### config.mk
export PLATFORM = sky130hd
export DESIGN_NAME = score_arbiter_ctrl
export DESIGN_NICKNAME = d
export VERILOG_FILES = /design/src/rtl/score_arbiter_ctrl.sv
export SDC_FILE = /design/constraint.sdc
export NUM_CORES = 1
export LEC_CHECK = 0
export ABC_AREA = 1
export ABC_CLOCK_PERIOD_IN_PS = 2170
export CAP_MARGIN = 20
export CORE_AREA = 2 2 66 68
export CTS_BUF_LIST = sky130_fd_sc_hd__clkbuf_8
export DETAILED_ROUTE_END_ITERATION = 10
export DIE_AREA = 0 0 68 70
export PLACE_DENSITY = 0.82
export SLEW_MARGIN = 20
export SYNTH_ARGS = -nofsm -noshare
export SYNTH_HDL_FRONTEND = slang
export SYNTH_SLANG_ARGS = --single-unit
### constraint.sdc
create_clock -name clk -period 2.17 [get_ports clk]
set_input_delay 0.3255 -clock clk [delete_from_list [all_inputs] [get_ports clk]]
set_output_delay 0.3255 -clock clk [all_outputs]
set_load 0.01 [all_outputs]
### src/rtl/score_arbiter_ctrl.sv
// Two-player score controller: latches point pulses, arbitrates one update
// at a time, drives the four BCD digit counters and detects the winner.
//
// Counter handshake: cnt_tick is the only qualifier. cnt_en is meaningful
// only in a cycle where cnt_tick=1, and the pair is held for exactly one cycle.
// There is no back-pressure; the digit counters must accept every tick.
module score_arbiter_ctrl #(
    parameter int TARGET_W = 7
) (
    input  logic                clk,
    input  logic                rst,
    input  logic                start,
    input  logic [TARGET_W-1:0] target,
    input  logic                point_p1,
    input  logic                point_p2,
    output logic                cnt_clr,
    output logic                cnt_tick,
    output logic [3:0]          cnt_en,
    output logic [6:0]          score_p1,
    output logic [6:0]          score_p2,
    output logic                busy,
    output logic                game_over,
    output logic [1:0]          winner,
    output logic                ovf,
    output logic [1:0]          state
);

    localparam logic [1:0] S_IDLE   = 2'd0;
    localparam logic [1:0] S_PLAY   = 2'd1;
    localparam logic [1:0] S_UPDATE = 2'd2;
    localparam logic [1:0] S_OVER   = 2'd3;

    // Player identifiers used by the grant and round-robin pointer.
    localparam logic PL_P1 = 1'b0;
    localparam logic PL_P2 = 1'b1;

    logic [1:0] state_q;
    logic [1:0] pend_q;
    logic       last_q;
    logic       grant_q;
    logic [6:0] target_q;

    logic [6:0] target_eff;
    logic [1:0] pts;
    logic       grant_now;
    logic       grant_sel;
    logic [1:0] clr_mask;
    logic [1:0] drop;
    logic [1:0] pend_next;
    logic [6:0] sel_score;
    logic       sel_nine;
    logic [6:0] upd_score;
    logic [6:0] upd_next;
    logic       win;

    assign state = state_q;
    assign pts   = {point_p2, point_p1};

    // Out-of-range targets (0 or above 99) fall back to 99.
    always_comb begin
        target_eff = 7'(target);
        if (target == '0 || 32'(target) > 32'd99) begin
            target_eff = 7'd99;
        end
    end

    // Round-robin grant, pending-flag update and drop detection.
    always_comb begin
        grant_now = (state_q == S_PLAY) && (pend_q != 2'b00);
        grant_sel = PL_P1;
        if (pend_q == 2'b11) begin
            grant_sel = (last_q == PL_P2) ? PL_P1 : PL_P2;
        end else if (pend_q[1]) begin
            grant_sel = PL_P2;
        end
        clr_mask = 2'b00;
        if (grant_now) begin
            clr_mask = (grant_sel == PL_P2) ? 2'b10 : 2'b01;
        end
        // A pulse on a flag that stays set is lost; a pulse coinciding
        // with that flag's grant simply re-arms it.
        drop      = pts & pend_q & ~clr_mask;
        pend_next = (pend_q & ~clr_mask) | pts;
        sel_score = (grant_sel == PL_P2) ? score_p2 : score_p1;
        sel_nine  = ((sel_score % 7'd10) == 7'd9);
        upd_score = (grant_q == PL_P2) ? score_p2 : score_p1;
        upd_next  = upd_score + 7'd1;
        win       = (upd_next == target_q);
    end

    // Match sequencing, counter strobes and shadow scores.
    always_ff @(posedge clk or negedge rst) begin
        if (!rst) begin
            state_q   <= S_IDLE;
            pend_q    <= 2'b00;
            last_q    <= PL_P2;
            grant_q   <= PL_P1;
            target_q  <= 7'd99;
            cnt_clr   <= 1'b0;
            cnt_tick  <= 1'b0;
            cnt_en    <= 4'b0000;
            score_p1  <= 7'd0;
            score_p2  <= 7'd0;
            busy      <= 1'b0;
            game_over <= 1'b0;
            winner    <= 2'b00;
            ovf       <= 1'b0;
        end else begin
            cnt_clr  <= 1'b0;
            cnt_tick <= 1'b0;
            cnt_en   <= 4'b0000;
            busy     <= 1'b0;
            case (state_q)
                S_IDLE, S_OVER: begin
                    if (start) begin
                        state_q   <= S_PLAY;
                        cnt_clr   <= 1'b1;
                        score_p1  <= 7'd0;
                        score_p2  <= 7'd0;
                        pend_q    <= 2'b00;
                        winner    <= 2'b00;
                        ovf       <= 1'b0;
                        game_over <= 1'b0;
                        target_q  <= target_eff;
                    end
                end
                S_PLAY: begin
                    pend_q <= pend_next;
                    if (drop != 2'b00) begin
                        ovf <= 1'b1;
                    end
                    if (grant_now) begin
                        state_q  <= S_UPDATE;
                        grant_q  <= grant_sel;
                        last_q   <= grant_sel;
                        cnt_tick <= 1'b1;
                        busy     <= 1'b1;
                        // Tens digit carries when the units digit is about to wrap.
                        if (grant_sel == PL_P2) begin
                            cnt_en <= {sel_nine, 1'b1, 2'b00};
                        end else begin
                            cnt_en <= {2'b00, sel_nine, 1'b1};
                        end
                    end
                end
                S_UPDATE: begin
                    if (drop != 2'b00) begin
                        ovf <= 1'b1;
                    end
                    if (grant_q == PL_P2) begin
                        score_p2 <= upd_next;
                    end else begin
                        score_p1 <= upd_next;
                    end
                    if (win) begin
                        state_q   <= S_OVER;
                        game_over <= 1'b1;
                        winner    <= (grant_q == PL_P2) ? 2'b10 : 2'b01;
                        pend_q    <= 2'b00;
                    end else begin
                        state_q <= S_PLAY;
                        pend_q  <= pend_next;
                    end
                end
                default: begin
                    state_q <= S_IDLE;
                end
            endcase
        end
    end

endmodule
Figure 1. Routed metal, one color a layer (run 1).
Drawn at 6 px/micron. Only two layers are drawn.
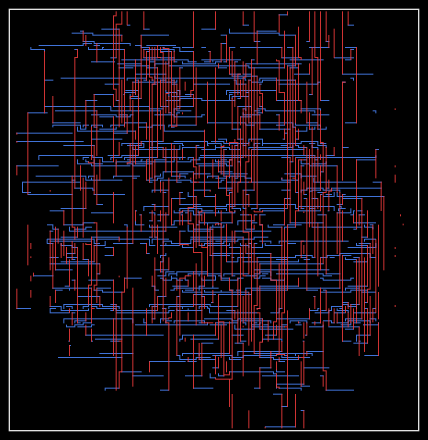
met2: marked red, wire length 2,330 microns. met1: marked blue, wire length 2,130 microns.
GRT Overall Usage: 0.215
wire length after detailed routing: 4710 microns

Figure 2. Sequential cells colored by netlist name (run 1).
Drawn at 8 px/micron. Other sequential cells in the stronger gray, the rest of the logic in the fainter gray.
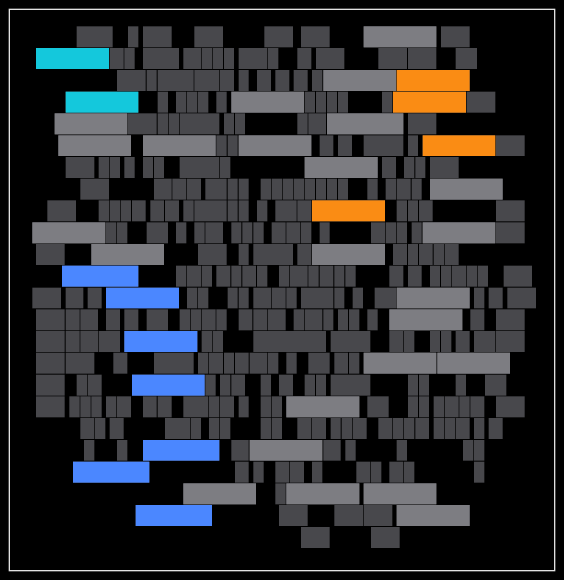
target_q: marked blue, sequential cells 7. state: marked cyan, sequential cells 2. cnt_en: marked orange, sequential cells 4, where north-east.
Another 24 sequential cells are not colored.
fin util: 0.653
Reg area: 932 sq um
sequential power: 1040 uW
Seq area share: 0.344

==> impl_metrics.json, run 1 <==
{
  "p_int_uw": 1740,
  "ys_dominant_reg_cell": "sky130_fd_sc_hd__dfrtp_1",
  "netlist.area_leader.share": 0.375,
  "maximum_clock_path_buffer_count": 2,
  "critPathArrivalTime_ns": 2.17,
  "top_cells_by_count": "sky130_fd_sc_hd__nand2_1, sky130_fd_sc_hd__inv_1, sky130_fd_sc_hd__dfrtp_1",
  "critical_path.slowest_cell": "sky130_fd_sc_hd__dfrtp_1",
  "final.min_clock_period_ns": 2.00,
  "detail-route-antenna-nets": 0,
  "io_buffers": 38,
  "yosys_warnings": 0,
  "post_synthesis_cell_count": 297,
  "worstHoldPathType": "in -> async",
  "async_reset_ff_frac": 1.00,
  "timing_hold_violations_final": 0,
  "run_status": "finished, final reports clean",
  "cts_resized": 0,
  "drt_drc_violations_left": 0,
  "drv_slew": 0,
  "yosys_area_sq_um": 2140,
  "net_count_after_synthesis": 313,
  "worst-slew-pin-transition_ns": 0.459,
  "path_max_fanout": 10,
  "power.ir.vdd_worst_mv": 0.577,
  "die_w_microns": 68,
  "synth-seq-cells": 37,
  "postLayoutCellArea_sq_um": 2710,
  "synth.area.top_cells": "sky130_fd_sc_hd__dfrtp_1, sky130_fd_sc_hd__nand2_1, sky130_fd_sc_hd__inv_1, sky130_fd_sc_hd__o21ai_0, sky130_fd_sc_hd__nand3_1",
  "power_frac_seq": 0.351
}
Figure 3. Placement view (run 1).
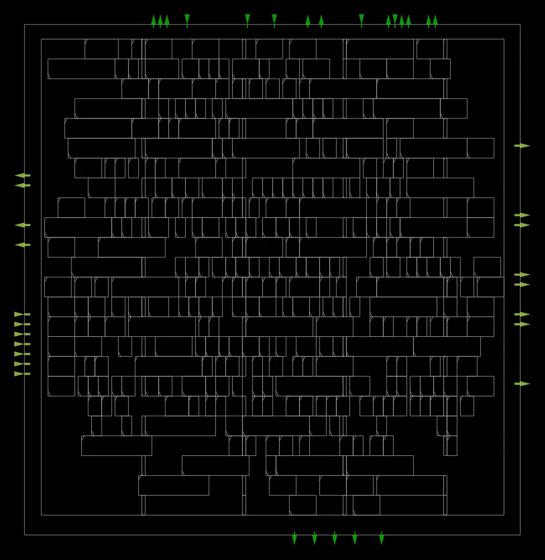
flip-flops: 37
filler cell count in the final layout: 382
number of standard-cell rows in the floorplan: 24

[run 1: cell usage in the layout, fill, tap and decap left out, types with 2 or more instances in the layout]
cell	instances
sky130_fd_sc_hd__nor2_2	2
sky130_fd_sc_hd__clkbuf_8	7
sky130_fd_sc_hd__dfrtp_1	32
sky130_fd_sc_hd__a31oi_1	2
sky130_fd_sc_hd__dfstp_2	5
sky130_fd_sc_hd__o21ai_0	31
sky130_fd_sc_hd__nor2_1	19
sky130_fd_sc_hd__nand2_2	5
sky130_fd_sc_hd__nand4_1	3
sky130_fd_sc_hd__o21ai_1	3
sky130_fd_sc_hd__buf_4	8
sky130_fd_sc_hd__nand2_1	95
sky130_fd_sc_hd__nand2_4	2
sky130_fd_sc_hd__ha_1	3
sky130_fd_sc_hd__inv_1	41
sky130_fd_sc_hd__nand3_1	27
sky130_fd_sc_hd__clkdlybuf4s50_1	38
sky130_fd_sc_hd__a21oi_1	7
sky130_fd_sc_hd__nand3b_1	2
sky130_fd_sc_hd__nor3_1	2
[run 1: cell families after synthesis]
| family | count (synthesis) | share of synthesized area |
|---|---|---|
| adders and majority gates | 4 | 0.0234 |
| xor gates and xnor gates | 2 | 0.00820 |
| and+or+nand+nor | 160 | 0.323 |
| AOI/OAI and AO/OA | 45 | 0.109 |
| DFF | 37 | 0.436 |
| buffers and inverters | 49 | 0.0995 |
[run 1: final cells by class]
type,count,area share
multi-input combinational,211,0.373
inverter,42,0.0583
timing repair buffer,46,0.163
tap,52,0.0240
clock buffer,7,0.0356
clock inverter,1,0.00185
sequential,37,0.344
[run 1: final timing paths]
check,depth (start not counted),slack (ns),endpoint,from
max in group asynchronous,2,1.34,target_q[6]$_DFFE_PN1P_,rst
min in group clk,2,0.49,game_over$_DFFE_PN0P_,game_over$_DFFE_PN0P_
max reg2reg,13,0.17,pend_q[0]$_DFFE_PN0P_,grant_q$_DFFE_PN0P_
min,2,0.47,cnt_en[0]$_DFF_PN0_,rst
min reg2reg,2,0.49,game_over$_DFFE_PN0P_,game_over$_DFFE_PN0P_
max,13,0.17,pend_q[0]$_DFFE_PN0P_,grant_q$_DFFE_PN0P_
[run 1: flip-flops by register name (all words and copies together) (netlist names), 2 cells and up]
signal    flops
winner        2
state         2
pend_q        2
score_p1      7
score_p2      7
cnt_en        4
target_q      7
[run 1: per-layer routing]
layer | vias to the layer above | global-route usage | routed length (microns)
li1 | 1031 | - | -
met1 | 908 | 0.283 | 2130
met2 | 55 | 0.356 | 2330
met3 | 2 | 0.0419 | 226
met4 | 0 | 0.0578 | 26
met5 | - | 0 | 0
[run 1: through the flow]
stage	hold WS (ns)	worst slack, ns	power (uW)	cells
2_1_floorplan	0.0299	0.199	1950	297
3_3_place_gp	0.467	0.151	2370	388
3_5_place_dp	0.468	0.0744	2410	388
4_1_cts	0.490	0.0259	2950	396
5_1_grt	0.508	-0.0257	3200	396
6_report	0.473	0.172	2950	396
[run 1: power by group through the flow]
stage | logic, uW | clock network [uW] | registers, uW
after floorplan | 892 | 0 | 1050
after global placement | 1330 | 0 | 1030
after detailed placement | 1370 | 0 | 1040
after CTS | 1380 | 531 | 1030
after global routing | 1580 | 570 | 1060
final | 1400 | 516 | 1040
==> run 2: changes to the inputs <==
--- a/config.mk
+++ b/config.mk
@@ -6,7 +6,7 @@
 export NUM_CORES = 1
 export LEC_CHECK = 0
 export ABC_AREA = 1
-export ABC_CLOCK_PERIOD_IN_PS = 2170
+export ABC_CLOCK_PERIOD_IN_PS = 2000
 export CAP_MARGIN = 20
 export CORE_AREA = 2 2 66 68
 export CTS_BUF_LIST = sky130_fd_sc_hd__clkbuf_8
==> constraint.sdc (replaced) <==
create_clock -name clk -period 2 [get_ports clk]
set_input_delay 0.3 -clock clk [delete_from_list [all_inputs] [get_ports clk]]
set_output_delay 0.3 -clock clk [all_outputs]
set_load 0.01 [all_outputs]
==> run 2 against run 1 <==
Power up 19%. Clock power grew 32%. Critical path depth is 1 higher. Register-to-register slack got worse by 0.17 ns. Utilization up 4.9 points. The run now ends with negative setup slack left. Non-clock buffer count increased by 12. Synthesized area unchanged. Clock-buffer cell count is 1 lower. Combinational power grew 23%. Highest routed layer unchanged. Clock skew up 0.0061 ns. Largest cell class unchanged. Maximum frequency shrank 0.14%.
==> impl_metrics.json, run 2 <==
{
  "run_status": "finished, violations left",
  "failed_checks": "negative setup slack",
  "ys_dominant_reg_cell": "sky130_fd_sc_hd__dfrtp_1",
  "timing_hold_violations_final": 0,
  "post_synthesis_cell_count": 297,
  "net_count_after_synthesis": 313,
  "layout.area.seq_sq_um": 932,
  "worst-r2r-setup-slack_ns": -0.001,
  "stdcell_count": 408,
  "async_reset_ff_frac": 1.00,
  "critPathArrivalTime_ns": 2.19,
  "yosys_area_sq_um": 2140,
  "fin_hold_ws_ns": 0.433,
  "report.power.total_uw": 3530,
  "critical_path.slowest_cell": "sky130_fd_sc_hd__dfrtp_1",
  "layout_top_cells_excl_fill_tap": "sky130_fd_sc_hd__nand2_1, sky130_fd_sc_hd__inv_1, sky130_fd_sc_hd__clkdlybuf4s50_1",
  "die_w_microns": 68,
  "maximum_clock_path_buffer_count": 2,
  "setup-violations-final": 2,
  "detail-route-antenna-nets": 0,
  "largest_registers": "score_p1: 7 flops, score_p2: 7 flops, target_q: 7 flops",
  "drt_drc_violations_left": 0,
  "drv_slew": 0,
  "rows": 24,
  "finalWorstSetupSlack_ns": -0.00117,
  "final.min_clock_period_ns": 2.00,
  "synth.area.top_cells": "sky130_fd_sc_hd__dfrtp_1, sky130_fd_sc_hd__nand2_1, sky130_fd_sc_hd__inv_1, sky130_fd_sc_hd__o21ai_0, sky130_fd_sc_hd__nand3_1"
}
==> run 2: cell types whose count changed in the layout (fill, tap and decap cells not counted), sizes merged <==
cell      before  now
clkinv         1    0
buf            8   20
clkinvlp       0    1
bufinv         0    1
clkbuf         7    6
==> run 2: layout make-up <==
class,count,share of cell area
Multi-Input combinational cell,211,0.377
Sequential cell,37,0.320
Timing Repair Buffer,58,0.185
Inverter,42,0.0542
Clock buffer,6,0.0284
Tap cell,52,0.0224
Clock inverter,2,0.0129
==> run 2: through the flow <==
stage	utilization	worst slack (ns)	instance area, sq um
floorplan	-	0.0285	2140
global placement	0.643	0.0534	2660
detailed placement	0.643	-0.0329	2660
CTS	0.673	0.0173	2790
global route	0.702	-0.136	2910
finish	0.702	-0.00117	2910
==> run 2: logic make-up (layout without fill, tap and decap cells) <==
| family | Yosys count | in the layout | synth area share |
|---|---|---|---|
| buffers and inverters | 49 | 108 | 0.0995 |
| adders and majority gates | 4 | 4 | 0.0234 |
| DFF | 37 | 37 | 0.436 |
| AOI/OAI and AO/OA | 45 | 45 | 0.109 |
| xor gates and xnor gates | 2 | 2 | 0.00820 |
| and+or+nand+nor | 160 | 160 | 0.323 |
==> run 2: path summary, 6_finish.rpt <==
check | startpoint | end | cells past startpoint
max in group asynchronous | rst | target_q[6]$_DFFE_PN1P_ | 2
max | grant_q$_DFFE_PN0P_ | winner[0]$_DFFE_PN0P_ | 14
min | rst | grant_q$_DFFE_PN0P_ | 2
min reg2reg | last_q$_DFFE_PN1P_ | last_q$_DFFE_PN1P_ | 2
max reg2reg | grant_q$_DFFE_PN0P_ | winner[0]$_DFFE_PN0P_ | 14
min in group clk | last_q$_DFFE_PN1P_ | last_q$_DFFE_PN1P_ | 2
==> run 2: metal layers <==
layer  routed length, microns  track usage  vias to the layer above
li1                         -            -                     1056
met1                     2310        0.294                      979
met2                     2740        0.358                       57
met3                      167       0.0290                        9
met4                      106       0.0800                        0
met5                        0            0                        -
==> run 2: what timing repair did <==
action / CTS / global route
buffers inserted: 0 / 2
gates resized: 4 / 31
setup endpoints to repair: 7 / 20
pin swaps: 0 / 13
==> run 2: critical path, delay by kind of cell, from the launching register on <==
family	cells	cell delay [ns]
and+or+nand+nor	11	1.11
DFF	1	0.44
buffers and inverters	3	0.35
==> run 2: power by group through the flow <==
stage	logic [uW]	clock network (uW)	registers (uW)
2_1_floorplan	968	0	1140
3_3_place_gp	1530	0	1110
3_5_place_dp	1570	0	1120
4_1_cts	1600	686	1110
5_1_grt	1910	724	1150
6_report	1720	680	1130
Figure 4. Routed metal, one color a layer (run 2).
Drawn at 6 px/micron. Only two layers are drawn.
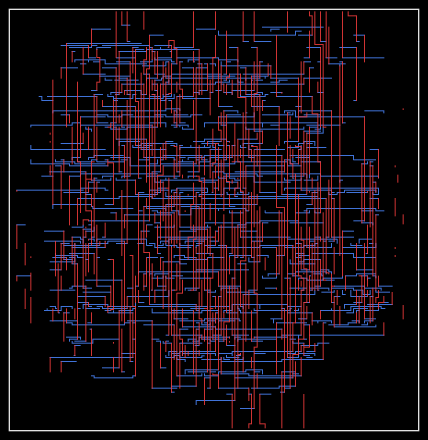
met2: marked red, wire length 2,740 microns. met1: marked blue, wire length 2,310 microns.
via count: 2,101
wire length per cell: 13.0 microns
wire length after detailed routing: 5320 microns
GRT Overall Usage: 0.219

Figure 5. Sequential cells colored by netlist name (run 2).
Drawn at 8 px/micron. Other sequential cells in the stronger gray, the rest of the logic in the fainter gray.
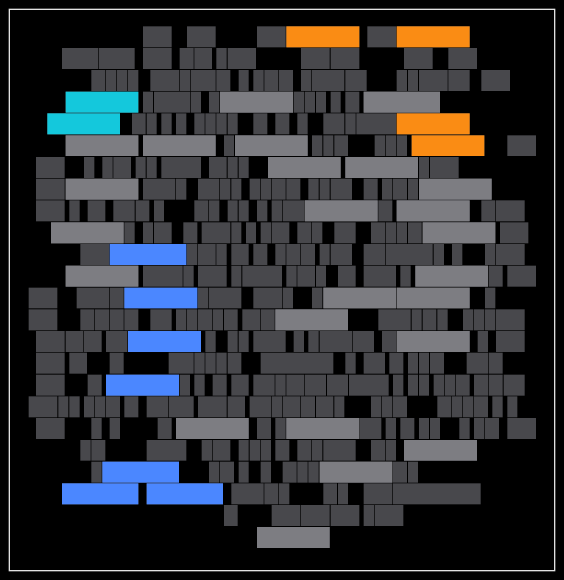
cnt_en: marked orange, sequential cells 4, where north-east. target_q: marked blue, sequential cells 7. state: marked cyan, sequential cells 2.
sequential power: 1130 uW
fin util: 0.702
Seq area share: 0.320

Figure 6. Placed cells, one color a class (run 2).
Drawn at 4 px/micron.
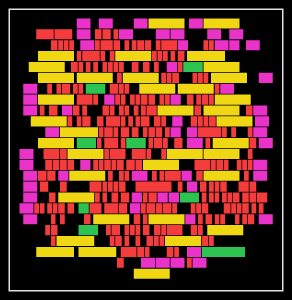
clock drivers and dummy loads: marked green, cells 8. other buffers and delay cells: marked magenta, cells 58. flip-flops: marked yellow, cells 37. all other logic: marked red, cells 253.
post-route cell area: 2910 sq um
core region area: 4140 sq um

==> run 3: changes to the inputs <==
--- a/config.mk
+++ b/config.mk
@@ -6,7 +6,7 @@
 export NUM_CORES = 1
 export LEC_CHECK = 0
 export ABC_AREA = 1
-export ABC_CLOCK_PERIOD_IN_PS = 2000
+export ABC_CLOCK_PERIOD_IN_PS = 1900
 export CAP_MARGIN = 20
 export CORE_AREA = 2 2 66 68
 export CTS_BUF_LIST = sky130_fd_sc_hd__clkbuf_8
==> constraint.sdc (replaced) <==
create_clock -name clk -period 1.9 [get_ports clk]
set_input_delay 0.19 -clock clk [delete_from_list [all_inputs] [get_ports clk]]
set_output_delay 0.19 -clock clk [all_outputs]
set_load 0.01 [all_outputs]
==> run 3 against run 2 <==
Cell count is 1.7% higher. Highest routed layer unchanged. Critical path type unchanged. Die area is the same. Final area grew 4.0%. The flow still finishes with violations (negative setup slack).
==> impl_metrics.json, run 3 <==
{
  "stdcell_count": 415,
  "largest_registers": "score_p1: 7 flops, score_p2: 7 flops, target_q: 7 flops",
  "final.min_clock_period_ns": 2.02,
  "failed_checks": "negative setup slack",
  "power.ir.vdd_worst_mv": 0.725,
  "layout.area.seq_sq_um": 933,
  "place.detailed.instances": 402,
  "m1WireLength_microns": 2300,
  "io_buffers": 38,
  "synth-compound-area-share": 0.109,
  "ys_dominant_reg_cell": "sky130_fd_sc_hd__dfrtp_1",
  "path_max_fanout": 5,
  "critPathArrivalTime_ns": 2.20,
  "yosys_area_sq_um": 2140,
  "yosys_warnings": 0,
  "global_route.peak_usage_layer": "met2",
  "drt_drc_violations_left": 0,
  "met2_length_microns": 2960,
  "net_count_after_synthesis": 313,
  "run_status": "finished, violations left",
  "synth.area.top_cells": "sky130_fd_sc_hd__dfrtp_1, sky130_fd_sc_hd__nand2_1, sky130_fd_sc_hd__inv_1, sky130_fd_sc_hd__o21ai_0, sky130_fd_sc_hd__nand3_1",
  "rows": 24,
  "finalWorstSetupSlack_ns": -0.120,
  "synthTopLogicFamily": "simple AND/OR/NAND/NOR gates",
  "setup-violations-final": 5,
  "layout_top_cells_excl_fill_tap": "sky130_fd_sc_hd__nand2_1, sky130_fd_sc_hd__inv_1, sky130_fd_sc_hd__clkdlybuf4s50_1"
}
-- run 3: cell types whose count changed in the layout (fill, tap and decap cells not counted), moves of 2 or more --
cell | previous run | this run
sky130_fd_sc_hd__a21oi_1 | 7 | 5
sky130_fd_sc_hd__a21oi_2 | 0 | 2
sky130_fd_sc_hd__inv_4 | 0 | 2
sky130_fd_sc_hd__nand2_2 | 11 | 20
sky130_fd_sc_hd__nand2_1 | 84 | 76
sky130_fd_sc_hd__buf_4 | 18 | 25
sky130_fd_sc_hd__o21ai_1 | 5 | 3
-- run 3: repair_timing --
item / CTS / global route
pin swaps: 5 / 20
buffers inserted: 0 / 4
gates resized: 14 / 34
cloned: 0 / 1
hold buffers: 0 / 0
setup endpoints to repair: 9 / 19
-- run 3: worst paths after layout --
check	start	endpoint	slack (ns)	depth (start not counted)
max in group asynchronous	rst	target_q[0]$_DFFE_PN1P_	1.23	2
max reg2reg	grant_q$_DFFE_PN0P_	winner[1]$_DFFE_PN0P_	-0.12	16
min in group clk	winner[1]$_DFFE_PN0P_	winner[1]$_DFFE_PN0P_	0.49	2
max	grant_q$_DFFE_PN0P_	winner[1]$_DFFE_PN0P_	-0.12	16
min	rst	busy$_DFF_PN0_	0.31	2
min reg2reg	winner[1]$_DFFE_PN0P_	winner[1]$_DFFE_PN0P_	0.49	2
-- run 3: worst max-delay path, cell delays in order (launching register included) --
cell	delay, ns
sky130_fd_sc_hd__dfrtp_2	0.46
sky130_fd_sc_hd__inv_4	0.10
sky130_fd_sc_hd__nand2_2	0.08
sky130_fd_sc_hd__nand2_2	0.11
sky130_fd_sc_hd__ha_4	0.18
sky130_fd_sc_hd__buf_6	0.11
sky130_fd_sc_hd__nand3_2	0.07
sky130_fd_sc_hd__nand2_2	0.10
sky130_fd_sc_hd__nand2_1	0.06
sky130_fd_sc_hd__nand2_1	0.07
sky130_fd_sc_hd__nand3_2	0.08
sky130_fd_sc_hd__nor2_4	0.10
sky130_fd_sc_hd__nand3_2	0.10
sky130_fd_sc_hd__nand2_4	0.12
sky130_fd_sc_hd__nand2_4	0.06
sky130_fd_sc_hd__nand2_1	0.06
sky130_fd_sc_hd__nand2_1	0.04
-- run 3: area by class of cell --
class | instances | share of cell area
clock buffers | 5 | 0.0227
clock inverters | 3 | 0.0215
inverters | 42 | 0.0538
multi-input cells | 212 | 0.380
flip-flops and latches | 37 | 0.309
well taps | 52 | 0.0215
repair buffers | 64 | 0.191
-- run 3: metrics by stage --
stage / cell area, sq um / utilization / TNS (ns) / setup WS (ns)
2_1_floorplan: 2150 / - / 0 / 0.0282
3_3_place_gp: 2710 / 0.653 / 0 / 0.0193
3_5_place_dp: 2710 / 0.653 / -0.184 / -0.0448
4_1_cts: 2880 / 0.695 / 0 / 0.00310
5_1_grt: 3030 / 0.730 / -1.26 / -0.222
6_report: 3030 / 0.730 / -0.574 / -0.120
-- run 3: power by group --
| group | total, uW | switching [uW] | internal [uW] |
|---|---|---|---|
| logic | 1930 | 1140 | 795 |
| registers | 1190 | 160 | 1030 |
| clock network | 801 | 280 | 521 |
Figure 7. The metal 3 layer (run 3).
Drawn at 6 px/micron.
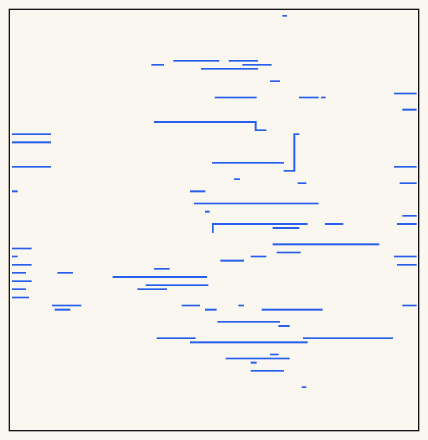
The layer holds 5.8% of the routed length. The layer carries 342 microns of wire. The wires run mostly horizontal.
via count: 2,226
global-route met3 utilization: 0.0386
wire length after detailed routing: 5890 microns

Figure 8. Routed metal, one color a layer (run 3).
Drawn at 6 px/micron. Only two layers are drawn.
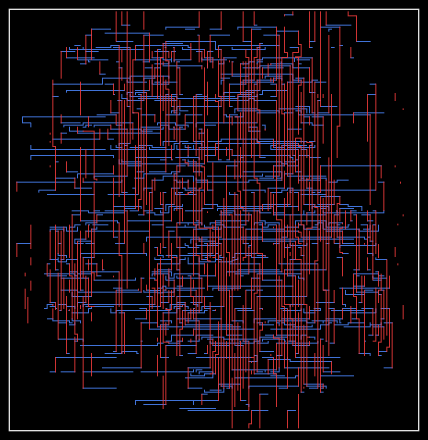
met2: marked red, wire length 2,960 microns. met1: marked blue, wire length 2,300 microns.
GRT Overall Usage: 0.232
wire length per cell: 14.2 microns

Figure 9. Placed cells, one color a class (run 3).
Drawn at 4 px/micron.
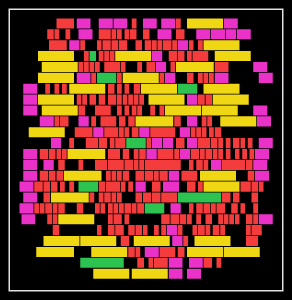
clock drivers and dummy loads: marked green, cells 8. flip-flops: marked yellow, cells 37. other buffers and delay cells: marked magenta, cells 64. all other logic: marked red, cells 254.
fin util: 0.730
post-route cell area: 3030 sq um
Seq area share: 0.309

Power figures rest on the tool's default switching activity, not on a simulated workload.
